==> config.mk <==
export PLATFORM = sky130hd
export DESIGN_NAME = qec_rep_decoder
export DESIGN_NICKNAME = d
export VERILOG_FILES = /design/src/rtl/qec_rep_decoder.sv
export SDC_FILE = /design/constraint.sdc
export NUM_CORES = 1
export LEC_CHECK = 0
export ABC_AREA = 1
export CAP_MARGIN = 20
export CORE_MARGIN = 3
export CORE_UTILIZATION = 40
export CTS_CLUSTER_SIZE = 16
export DETAILED_ROUTE_END_ITERATION = 16
export MAX_ROUTING_LAYER = met4
export PLACE_DENSITY = 0.77
export SLEW_MARGIN = 20
export SYNTH_ARGS = -nofsm -noshare
export SYNTH_HDL_FRONTEND = slang
export SYNTH_SLANG_ARGS = --single-unit
==> constraint.sdc <==
create_clock -name clk -period 2.6 [get_ports clk]
set_clock_uncertainty 0.15 [all_clocks]
set_input_delay 0.52 -clock clk [delete_from_list [all_inputs] [get_ports clk]]
set_output_delay 0.52 -clock clk [all_outputs]
set_load 0.03 [all_outputs]
==> src/rtl/qec_rep_decoder.sv <==
// Multi-round syndrome decoder for a distance-DISTANCE bit-flip repetition code.
// It majority-votes ROUNDS syndromes per stabilizer and then emits a minimum-weight correction mask.
module qec_rep_decoder #(
  parameter int DISTANCE = 3,
  parameter int ROUNDS   = 3,
  parameter int CNT_W    = 8
) (
  input  logic                            clk,
  input  logic                            rst,
  input  logic [DISTANCE-2:0]             i_syn_in,
  input  logic                            i_syn_valid,
  output logic                            o_syn_ready,
  input  logic                            i_single_shot,
  input  logic                            i_flush,
  output logic [DISTANCE-1:0]             o_corr,
  output logic [$clog2(DISTANCE+1)-1:0]   o_corr_weight,
  output logic                            o_error_detected,
  output logic                            o_inconsistent,
  output logic                            o_corr_valid,
  input  logic                            i_corr_ready,
  input  logic                            i_clr_stats,
  output logic [CNT_W-1:0]                o_err_count
);

  localparam int S    = DISTANCE - 1;
  localparam int OW   = $clog2(ROUNDS + 1);
  localparam int WW   = $clog2(DISTANCE + 1);
  localparam int HALF = (DISTANCE - 1) / 2;

  if ((DISTANCE < 3) || (DISTANCE % 2 == 0) || (ROUNDS < 1) || (ROUNDS % 2 == 0) || (CNT_W < 1)) begin : g_bad_params
    $error("qec_rep_decoder: DISTANCE must be odd >= 3, ROUNDS odd >= 1, CNT_W >= 1");
  end

  typedef enum logic [1:0] {ST_ACCUM, ST_DECODE, ST_OUTPUT} state_t;

  state_t             r_state;
  state_t             w_state_next;
  logic [OW-1:0]      r_round_cnt;
  logic               r_ss_q;
  logic [DISTANCE-1:0] r_corr;
  logic [WW-1:0]      r_corr_weight;
  logic               r_error_detected;
  logic               r_inconsistent;
  logic [CNT_W-1:0]   r_err_count;

  logic               w_accum;
  logic               w_take;
  logic               w_clear;
  logic               w_last;
  logic               w_ss_eff;
  logic [OW-1:0]      w_reff_in;
  logic [OW-1:0]      w_reff_q;
  logic [S-1:0]       w_vote;
  logic [S-1:0]       w_mixed;
  logic [DISTANCE-1:0] w_e;
  logic [DISTANCE-1:0] w_corr;

  function automatic logic [WW-1:0] popcnt(input logic [DISTANCE-1:0] x);
    logic [WW-1:0] sum;
    sum = '0;
    for (int k = 0; k < DISTANCE; k++) sum = sum + WW'(x[k]);
    return sum;
  endfunction

  assign w_accum   = (r_state == ST_ACCUM);
  assign w_take    = w_accum & i_syn_valid & ~i_flush;
  assign w_clear   = (w_accum & i_flush) | (r_state == ST_DECODE);
  // The first round of a decode uses the live single_shot, later rounds the latched copy.
  assign w_ss_eff  = (r_round_cnt == '0) ? i_single_shot : r_ss_q;
  assign w_reff_in = w_ss_eff ? OW'(1) : OW'(ROUNDS);
  assign w_reff_q  = r_ss_q ? OW'(1) : OW'(ROUNDS);
  assign w_last    = w_take && ((r_round_cnt + OW'(1)) == w_reff_in);

  genvar gi;
  for (gi = 0; gi < S; gi++) begin : g_stab
    logic [OW-1:0] r_ones;
    always_ff @(posedge clk or posedge rst) begin
      if (rst) begin
        r_ones <= '0;
      end else if (w_clear) begin
        r_ones <= '0;
      end else if (w_take) begin
        r_ones <= r_ones + OW'(i_syn_in[gi]);
      end
    end
    assign w_vote[gi]  = {r_ones, 1'b0} > {1'b0, w_reff_q};
    assign w_mixed[gi] = (r_ones != '0) && (r_ones != w_reff_q);
  end

  // Chain the voted syndrome into a qubit error pattern, then keep the lighter of it and its complement.
  always_comb begin
    logic acc;
    acc    = 1'b0;
    w_e    = '0;
    for (int k = 0; k < S; k++) begin
      acc      = acc ^ w_vote[k];
      w_e[k+1] = acc;
    end
    w_corr = (popcnt(w_e) > WW'(HALF)) ? ~w_e : w_e;
  end

  always_comb begin
    w_state_next = r_state;
    case (r_state)
      ST_ACCUM:  if (w_last) w_state_next = ST_DECODE;
      ST_DECODE: w_state_next = ST_OUTPUT;
      ST_OUTPUT: if (i_corr_ready) w_state_next = ST_ACCUM;
      default:   w_state_next = ST_ACCUM;
    endcase
  end

  always_ff @(posedge clk or posedge rst) begin
    if (rst) begin
      r_state     <= ST_ACCUM;
      r_round_cnt <= '0;
      r_ss_q      <= 1'b0;
    end else begin
      r_state <= w_state_next;
      if (w_clear) begin
        r_round_cnt <= '0;
      end else if (w_take) begin
        r_round_cnt <= r_round_cnt + OW'(1);
        if (r_round_cnt == '0) r_ss_q <= i_single_shot;
      end
    end
  end

  always_ff @(posedge clk or posedge rst) begin
    if (rst) begin
      r_corr           <= '0;
      r_corr_weight    <= '0;
      r_error_detected <= 1'b0;
      r_inconsistent   <= 1'b0;
    end else if (r_state == ST_DECODE) begin
      r_corr           <= w_corr;
      r_corr_weight    <= popcnt(w_corr);
      r_error_detected <= |w_vote;
      r_inconsistent   <= |w_mixed;
    end
  end

  always_ff @(posedge clk or posedge rst) begin
    if (rst) begin
      r_err_count <= '0;
    end else if (i_clr_stats) begin
      r_err_count <= '0;
    end else if ((r_state == ST_OUTPUT) && i_corr_ready && r_error_detected && (r_err_count != '1)) begin
      r_err_count <= r_err_count + CNT_W'(1);
    end
  end

  assign o_syn_ready      = w_accum & ~rst;
  assign o_corr           = r_corr;
  assign o_corr_weight    = r_corr_weight;
  assign o_error_detected = r_error_detected;
  assign o_inconsistent   = r_inconsistent;
  assign o_corr_valid     = (r_state == ST_OUTPUT);
  assign o_err_count      = r_err_count;

endmodule

==> impl_table.tex, run 1 <==
% Auto-generated results table
\begin{tabular}{lr}
\hline
Metric & Value \\
\hline
\multicolumn{2}{l}{\textbf{Layout}} \\
\quad Area delta synth->final & 25.9\% \\
\quad Number of nets in the layout & 200 \\
\quad Utilization of the core after routing & 54.2\% \\
\quad Post-layout instance count excluding filler cells & 217 \\
\quad Number of antenna diodes & 0 \\
\quad Final design area excluding fillers & 1530 um\^{}2 \\
\multicolumn{2}{l}{\textbf{Timing}} \\
\quad Slew Limit Fails & 0 \\
\quad Post-Route Setup TNS & 0 ns \\
\quad Worst-case headroom to the max-slew limit & 76.4\% \\
\quad Post-route worst hold slack & 0.361 ns \\
\quad Total setup violations reported at the end of the flow & 0 \\
\multicolumn{2}{l}{\textbf{Floorplan}} \\
\quad Die span in y & 61.2 um \\
\quad Core region area & 2830 um\^{}2 \\
\multicolumn{2}{l}{\textbf{Setup path}} \\
\quad Largest stage delay on the critical path & 0.70 ns \\
\quad Critical register-to-register path startpoint & o\_err\_count[1] \\
\quad Worst path required time & 1.93 ns \\
\quad Reg2reg end & o\_err\_count[7] \\
\quad Endpoint type of the worst setup path & output port \\
\quad Worst path buffer plus inverter count & 2 \\
\quad Crit path launch type & input port \\
\multicolumn{2}{l}{\textbf{Worst hold path}} \\
\quad Worst Hold Endpoint & o\_corr\_weight[1] \\
\quad Number of cells on the worst hold path & 2 \\
\multicolumn{2}{l}{\textbf{Detailed routing}} \\
\quad Total number of vias & 1,115 \\
\multicolumn{2}{l}{\textbf{CTS}} \\
\quad Clk slew on worst S/H paths & 0.12 ns \\
\quad Root buffer cell & clkbuf\_4 \\
\quad Post-CTS Setup Repair Bufs & 0 \\
\quad CTS buffer count & 3 \\
\multicolumn{2}{l}{\textbf{Placement}} \\
\quad Final weighted congestion in routability-driven placement & 0.866 \\
\quad Area after DPL & 1510 um\^{}2 \\
\quad Post-Place Cells & 213 \\
\multicolumn{2}{l}{\textbf{Status}} \\
\quad Status & complete, no violations \\
\multicolumn{2}{l}{\textbf{Global route}} \\
\quad Number of antenna violations at the first check in global routing & 0 \\
\quad First-pass GRT wire length & 4.33 mm \\
\quad GRT Resource Usage Total & 15.5\% \\
\multicolumn{2}{l}{\textbf{Logic synthesis}} \\
\quad AO/OA Area Share & 9.14\% \\
\quad Cells after synthesis & 157 \\
\quad Number of library cell types mapped by synthesis & 21 \\
\quad Async S/R FF share, synth & 100\% \\
\quad Post-synthesis cell type with the largest combined area & dfrtp\_1 \\
\quad Top area contributor share & 47.2\% \\
\quad Area share of fa/ha/maj cells after synthesis & 4.11\% \\
\quad Share of the synthesized netlist area taken by xor and xnor gates & 2.87\% \\
\quad Summed instance area of the synthesized netlist & 1220 um\^{}2 \\
\quad Avg Cell Area, Syn & 7.76 um\^{}2 \\
\multicolumn{2}{l}{\textbf{Pwr}} \\
\quad Static power due to leakage & 0.713 nW \\
\quad Power per cell area & 766 nW/um\^{}2 \\
\quad Pwr Total & 1.17 mW \\
\hline
\end{tabular}
==> run 1: metal layers <==
metal	GRT usage (%)	vias up	wire length (um)
met3	1.89	2	116
met4	3.72	0	4
li1	-	560	-
met1	18.8	526	1150
met2	27.2	27	1300
met5	-	-	0
==> run 1: report_power, final <==
part | internal, mW | leakage (nW) | switching [mW]
combinational | 0.197 | 0.388 | 0.315
sequential | 0.436 | 0.310 | 0.0650
clock | 0.0597 | 0.0150 | 0.101
total | 0.693 | 0.713 | 0.482
==> run 1: placed cells by master (no fill, tap or decap) <==
cell and instances:
a21oi_1 7, a22o_1 1, buf_4 1, clkbuf_1 1, clkbuf_4 3, clkdlybuf4s50_1 25, dfrtp_1 23, ha_1 4
inv_1 18, inv_2 2, nand2_1 40, nand2_2 3, nand2_4 1, nand3_1 13, nand4_1 1, nor2_1 21
nor2_2 1, nor3_1 2, nor3_2 1, nor3b_1 1, o211ai_1 1, o21ai_0 9, o21ai_1 3, xor2_1 4
==> run 1: sequential cells by signal (all words and copies together), names as in the netlist <==
| signal | flops |
|---|---|
| o_err_count | 8 |
| g_stab.r_ones | 4 |
| o_corr | 3 |
| o_corr_weight | 2 |
| r_round_cnt | 2 |
| r_state | 2 |
| o_inconsistent | 1 |
| r_ss_q | 1 |
==> run 1: layout make-up <==
class,count,area (um^2),share of cell area (%)
clock buffers,4,26.3,1.71
inverters,20,75.1,4.89
multi-input cells,113,561,36.5
flip-flops and latches,23,576,37.5
well taps,31,38.8,2.53
repair buffers,26,258,16.8
==> run 1: worst max-delay path by stage <==
stage,endpoint,startpoint,cells after the start
final,o_syn_ready,rst,3
after global routing,o_syn_ready,rst,3
after CTS,o_syn_ready,rst,3
after detailed placement,o_syn_ready,rst,3
after global placement,o_syn_ready,rst,3
after floorplan,o_syn_ready,rst,1
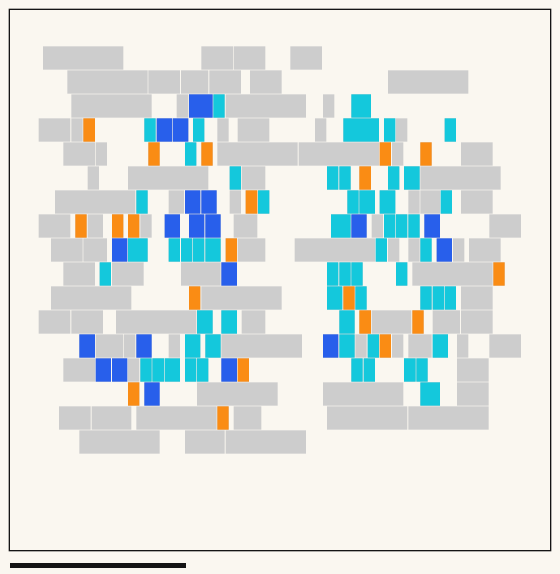
*Gate-type map, run 1*
The bar under the picture is 20 um long.
[cyan] nand cells | cells: 58 | most used: nand2_1
[orange] inv cells | cells: 20 | most used: inv_1
[blue] aoi and oai cells | cells: 20 | most used: o21ai_0

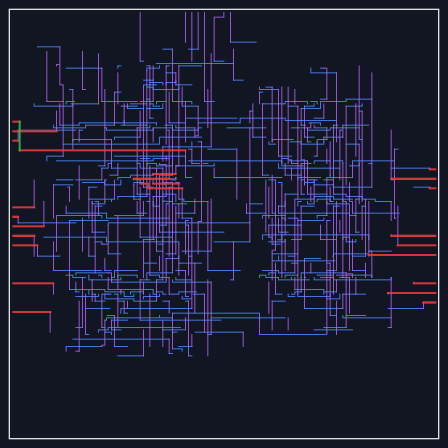
*Metal layers overlaid, run 1*
[blue] M1 | wire length: 1,150 um
[green] M4 | wire length: 4.10 um
[purple] M2 | wire length: 1,300 um
[red] M3 | wire length: 116 um

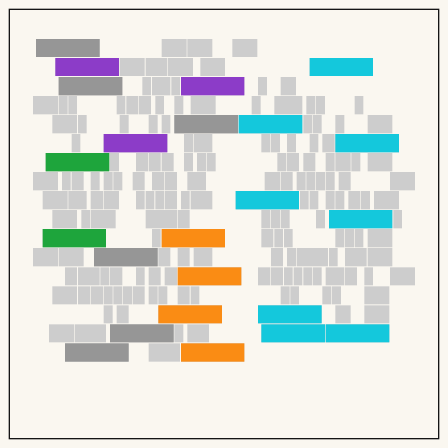
*Sequential cells colored by netlist name, run 1*
Other sequential cells in the stronger gray, the rest of the logic in the fainter gray.
[purple] o_corr | sequential cells: 3
[green] r_state | sequential cells: 2
[cyan] o_err_count | sequential cells: 8
[orange] g_stab.r_ones | sequential cells: 4
not colored: 6

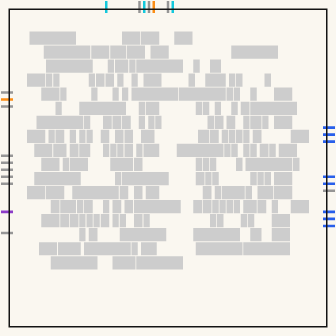
*I/O pins on the die edge, run 1*
Pins as bars across the die edge, other pins in gray.
[blue] o_err_count | pins: 8 | direction: output | edge: right
[purple] i_single_shot | pins: 1 | direction: input | edge: left
[cyan] o_corr | pins: 3 | direction: output | edge: top
[orange] o_corr_weight | pins: 2 | direction: output | edge: 1 top, 1 left

==> run 2, diff against run 1 <==
--- a/config.mk
+++ b/config.mk
@@ -11,6 +11,7 @@
 export CORE_UTILIZATION = 40
 export CTS_CLUSTER_SIZE = 16
 export DETAILED_ROUTE_END_ITERATION = 16
+export GPL_ROUTABILITY_DRIVEN = 1
 export MAX_ROUTING_LAYER = met4
 export PLACE_DENSITY = 0.77
 export SLEW_MARGIN = 20
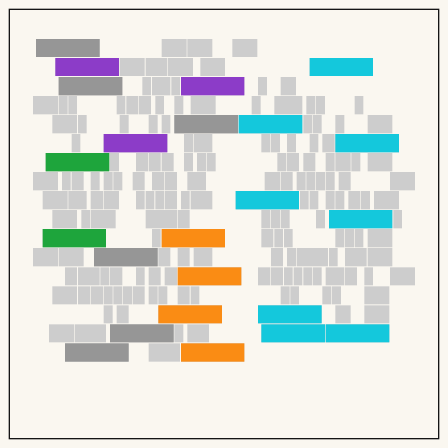
*Sequential cells colored by netlist name, run 2*
Other sequential cells in the stronger gray, the rest of the logic in the fainter gray.
sequential cell area: 576 um^2
utilization of the core after routing: 54.2%
fraction of area in registers: 37.5%
power consumed by sequential cells: 0.501 mW

==> run 2 against run 1 <==
Against the previous run:
- synthesized cell count did not move
- final cell count is the same
- critical path depth unchanged
- non-clock buffer count stayed put
- worst hold slack did not move
- critical path type unchanged
- wire length stayed put
- fmax is the same
- register-to-register slack hardly changed
- global-route usage is the same
- sequential power about the same
- highest routed layer unchanged
==> impl_table.tex, run 2 <==
% Auto-generated results table
\begin{tabular}{lr}
\hline
Metric & Value \\
\hline
\multicolumn{2}{l}{\textbf{Layout}} \\
\quad Post-layout instance count excluding filler cells & 217 (unchanged) \\
\quad Most frequent logic cell in the layout & nand2\_1 \\
\quad Combinational cell area excluding buffers and inverters & 561 um\^{}2 (unchanged) \\
\quad Number of nets in the layout & 200 (unchanged) \\
\quad Area delta synth->final & 25.9\% (unchanged) \\
\quad Final design area excluding fillers & 1530 um\^{}2 (unchanged) \\
\quad Most frequently placed logic cells in the final layout & nand2\_1, clkdlybuf4s50\_1, dfrtp\_1 \\
\quad Number of antenna diodes & 0 (unchanged) \\
\quad Max FFs per register & 8 (unchanged) \\
\multicolumn{2}{l}{\textbf{Floorplan}} \\
\quad Die span in y & 61.2 um (unchanged) \\
\quad Core region area & 2830 um\^{}2 (unchanged) \\
\multicolumn{2}{l}{\textbf{CTS}} \\
\quad CTS buffer count & 3 (unchanged) \\
\quad Root buffer cell & clkbuf\_4 \\
\quad Clock tree from TritonCTS & done \\
\quad Post-CTS Setup Repair Bufs & 0 (unchanged) \\
\quad Clk slew on worst S/H paths & 0.12 ns (about the same) \\
\quad Number of sinks handled by clock tree synthesis & 23 \\
\multicolumn{2}{l}{\textbf{Setup path}} \\
\quad Crit path launch type & input port \\
\quad Maximum fanout along the worst path & 2 \\
\quad Worst path required time & 1.93 ns (about the same) \\
\quad Endpoint type of the worst setup path & output port \\
\quad Register-to-register setup slack & 1.07 ns \\
\multicolumn{2}{l}{\textbf{Status}} \\
\quad Status & complete, no violations \\
\multicolumn{2}{l}{\textbf{Logic synthesis}} \\
\quad Most used DFF post-synth & dfrtp\_1 \\
\quad Avg Cell Area, Syn & 7.76 um\^{}2 (unchanged) \\
\quad Summed instance area of the synthesized netlist & 1220 um\^{}2 (unchanged) \\
\quad Async S/R FF share, synth & 100\% (unchanged) \\
\quad Number of library cell types mapped by synthesis & 21 (unchanged) \\
\quad Top area contributor share & 47.2\% (unchanged) \\
\quad Cells after synthesis & 157 (unchanged) \\
\quad Post-synthesis cell type with the largest combined area & dfrtp\_1 \\
\multicolumn{2}{l}{\textbf{Timing}} \\
\quad Final worst-path cycle share & 93.8\% \\
\quad Post-route worst hold slack & 0.361 ns (unchanged) \\
\quad Post-Route Setup TNS & 0 ns (unchanged) \\
\quad Total setup violations reported at the end of the flow & 0 (unchanged) \\
\quad Worst-case headroom to the max-slew limit & 76.4\% (unchanged) \\
\multicolumn{2}{l}{\textbf{Pwr}} \\
\quad Static power due to leakage & 0.713 nW (unchanged) \\
\quad Power per cell area & 766 nW/um\^{}2 (unchanged) \\
\quad Pwr Total & 1.17 mW (unchanged) \\
\multicolumn{2}{l}{\textbf{Placement}} \\
\quad Final weighted congestion in routability-driven placement & 0.866 (unchanged) \\
\quad Area after DPL & 1510 um\^{}2 (unchanged) \\
\quad Post-Place Cells & 213 (unchanged) \\
\multicolumn{2}{l}{\textbf{Global route}} \\
\quad GRT Resource Usage Total & 15.5\% (unchanged) \\
\quad First-pass GRT wire length & 4.33 mm (unchanged) \\
\multicolumn{2}{l}{\textbf{Detailed routing}} \\
\quad Total number of vias & 1,115 (unchanged) \\
\hline
\end{tabular}
-- run 2: routing by layer --
metal  global-route usage, %  wire length, um
met1                    18.8             1150
met2                    27.2             1300
met3                    1.89              116
met4                    3.72                4
met5                       -                0
-- run 2: critical path: stages --
cell	delay, ns
clkdlybuf4s50_1	0.41
nor3_1	0.14
clkdlybuf4s50_1	0.70
-- run 2: logic make-up after synthesis --
logic type | count (synthesis) | share of synthesized area (%)
and+or+nand+nor | 84 | 29.9
buffers and inverters | 21 | 6.78
xor gates and xnor gates | 4 | 2.87
AOI/OAI and AO/OA | 21 | 9.14
DFF | 23 | 47.2
adders and majority gates | 4 | 4.11
-- run 2: worst paths after layout --
path,startpoint,endpoint,cells after the start
worst min-delay path,o_corr_weight[1],o_corr_weight[1],2
min in group asynchronous,rst,r_state[1],3
max in group asynchronous,rst,o_err_count[7],3
worst max register to register,o_err_count[1],o_err_count[7],9
worst min register to register,o_corr_weight[1],o_corr_weight[1],2
worst max-delay path,rst,o_syn_ready,3
-- run 2: cell type report --
class	instances	share of cell area, %
Inverter	20	4.89
Clock buffer	4	1.71
Timing Repair Buffer	26	16.8
Multi-Input combinational cell	113	36.5
Tap cell	31	2.53
Sequential cell	23	37.5
-- run 2: power by group --
group / internal [mW] / switching [mW]
Clock: 0.0597 / 0.101
Sequential: 0.436 / 0.0650
Combinational: 0.197 / 0.315
Power and IR drop assume default switching activity.
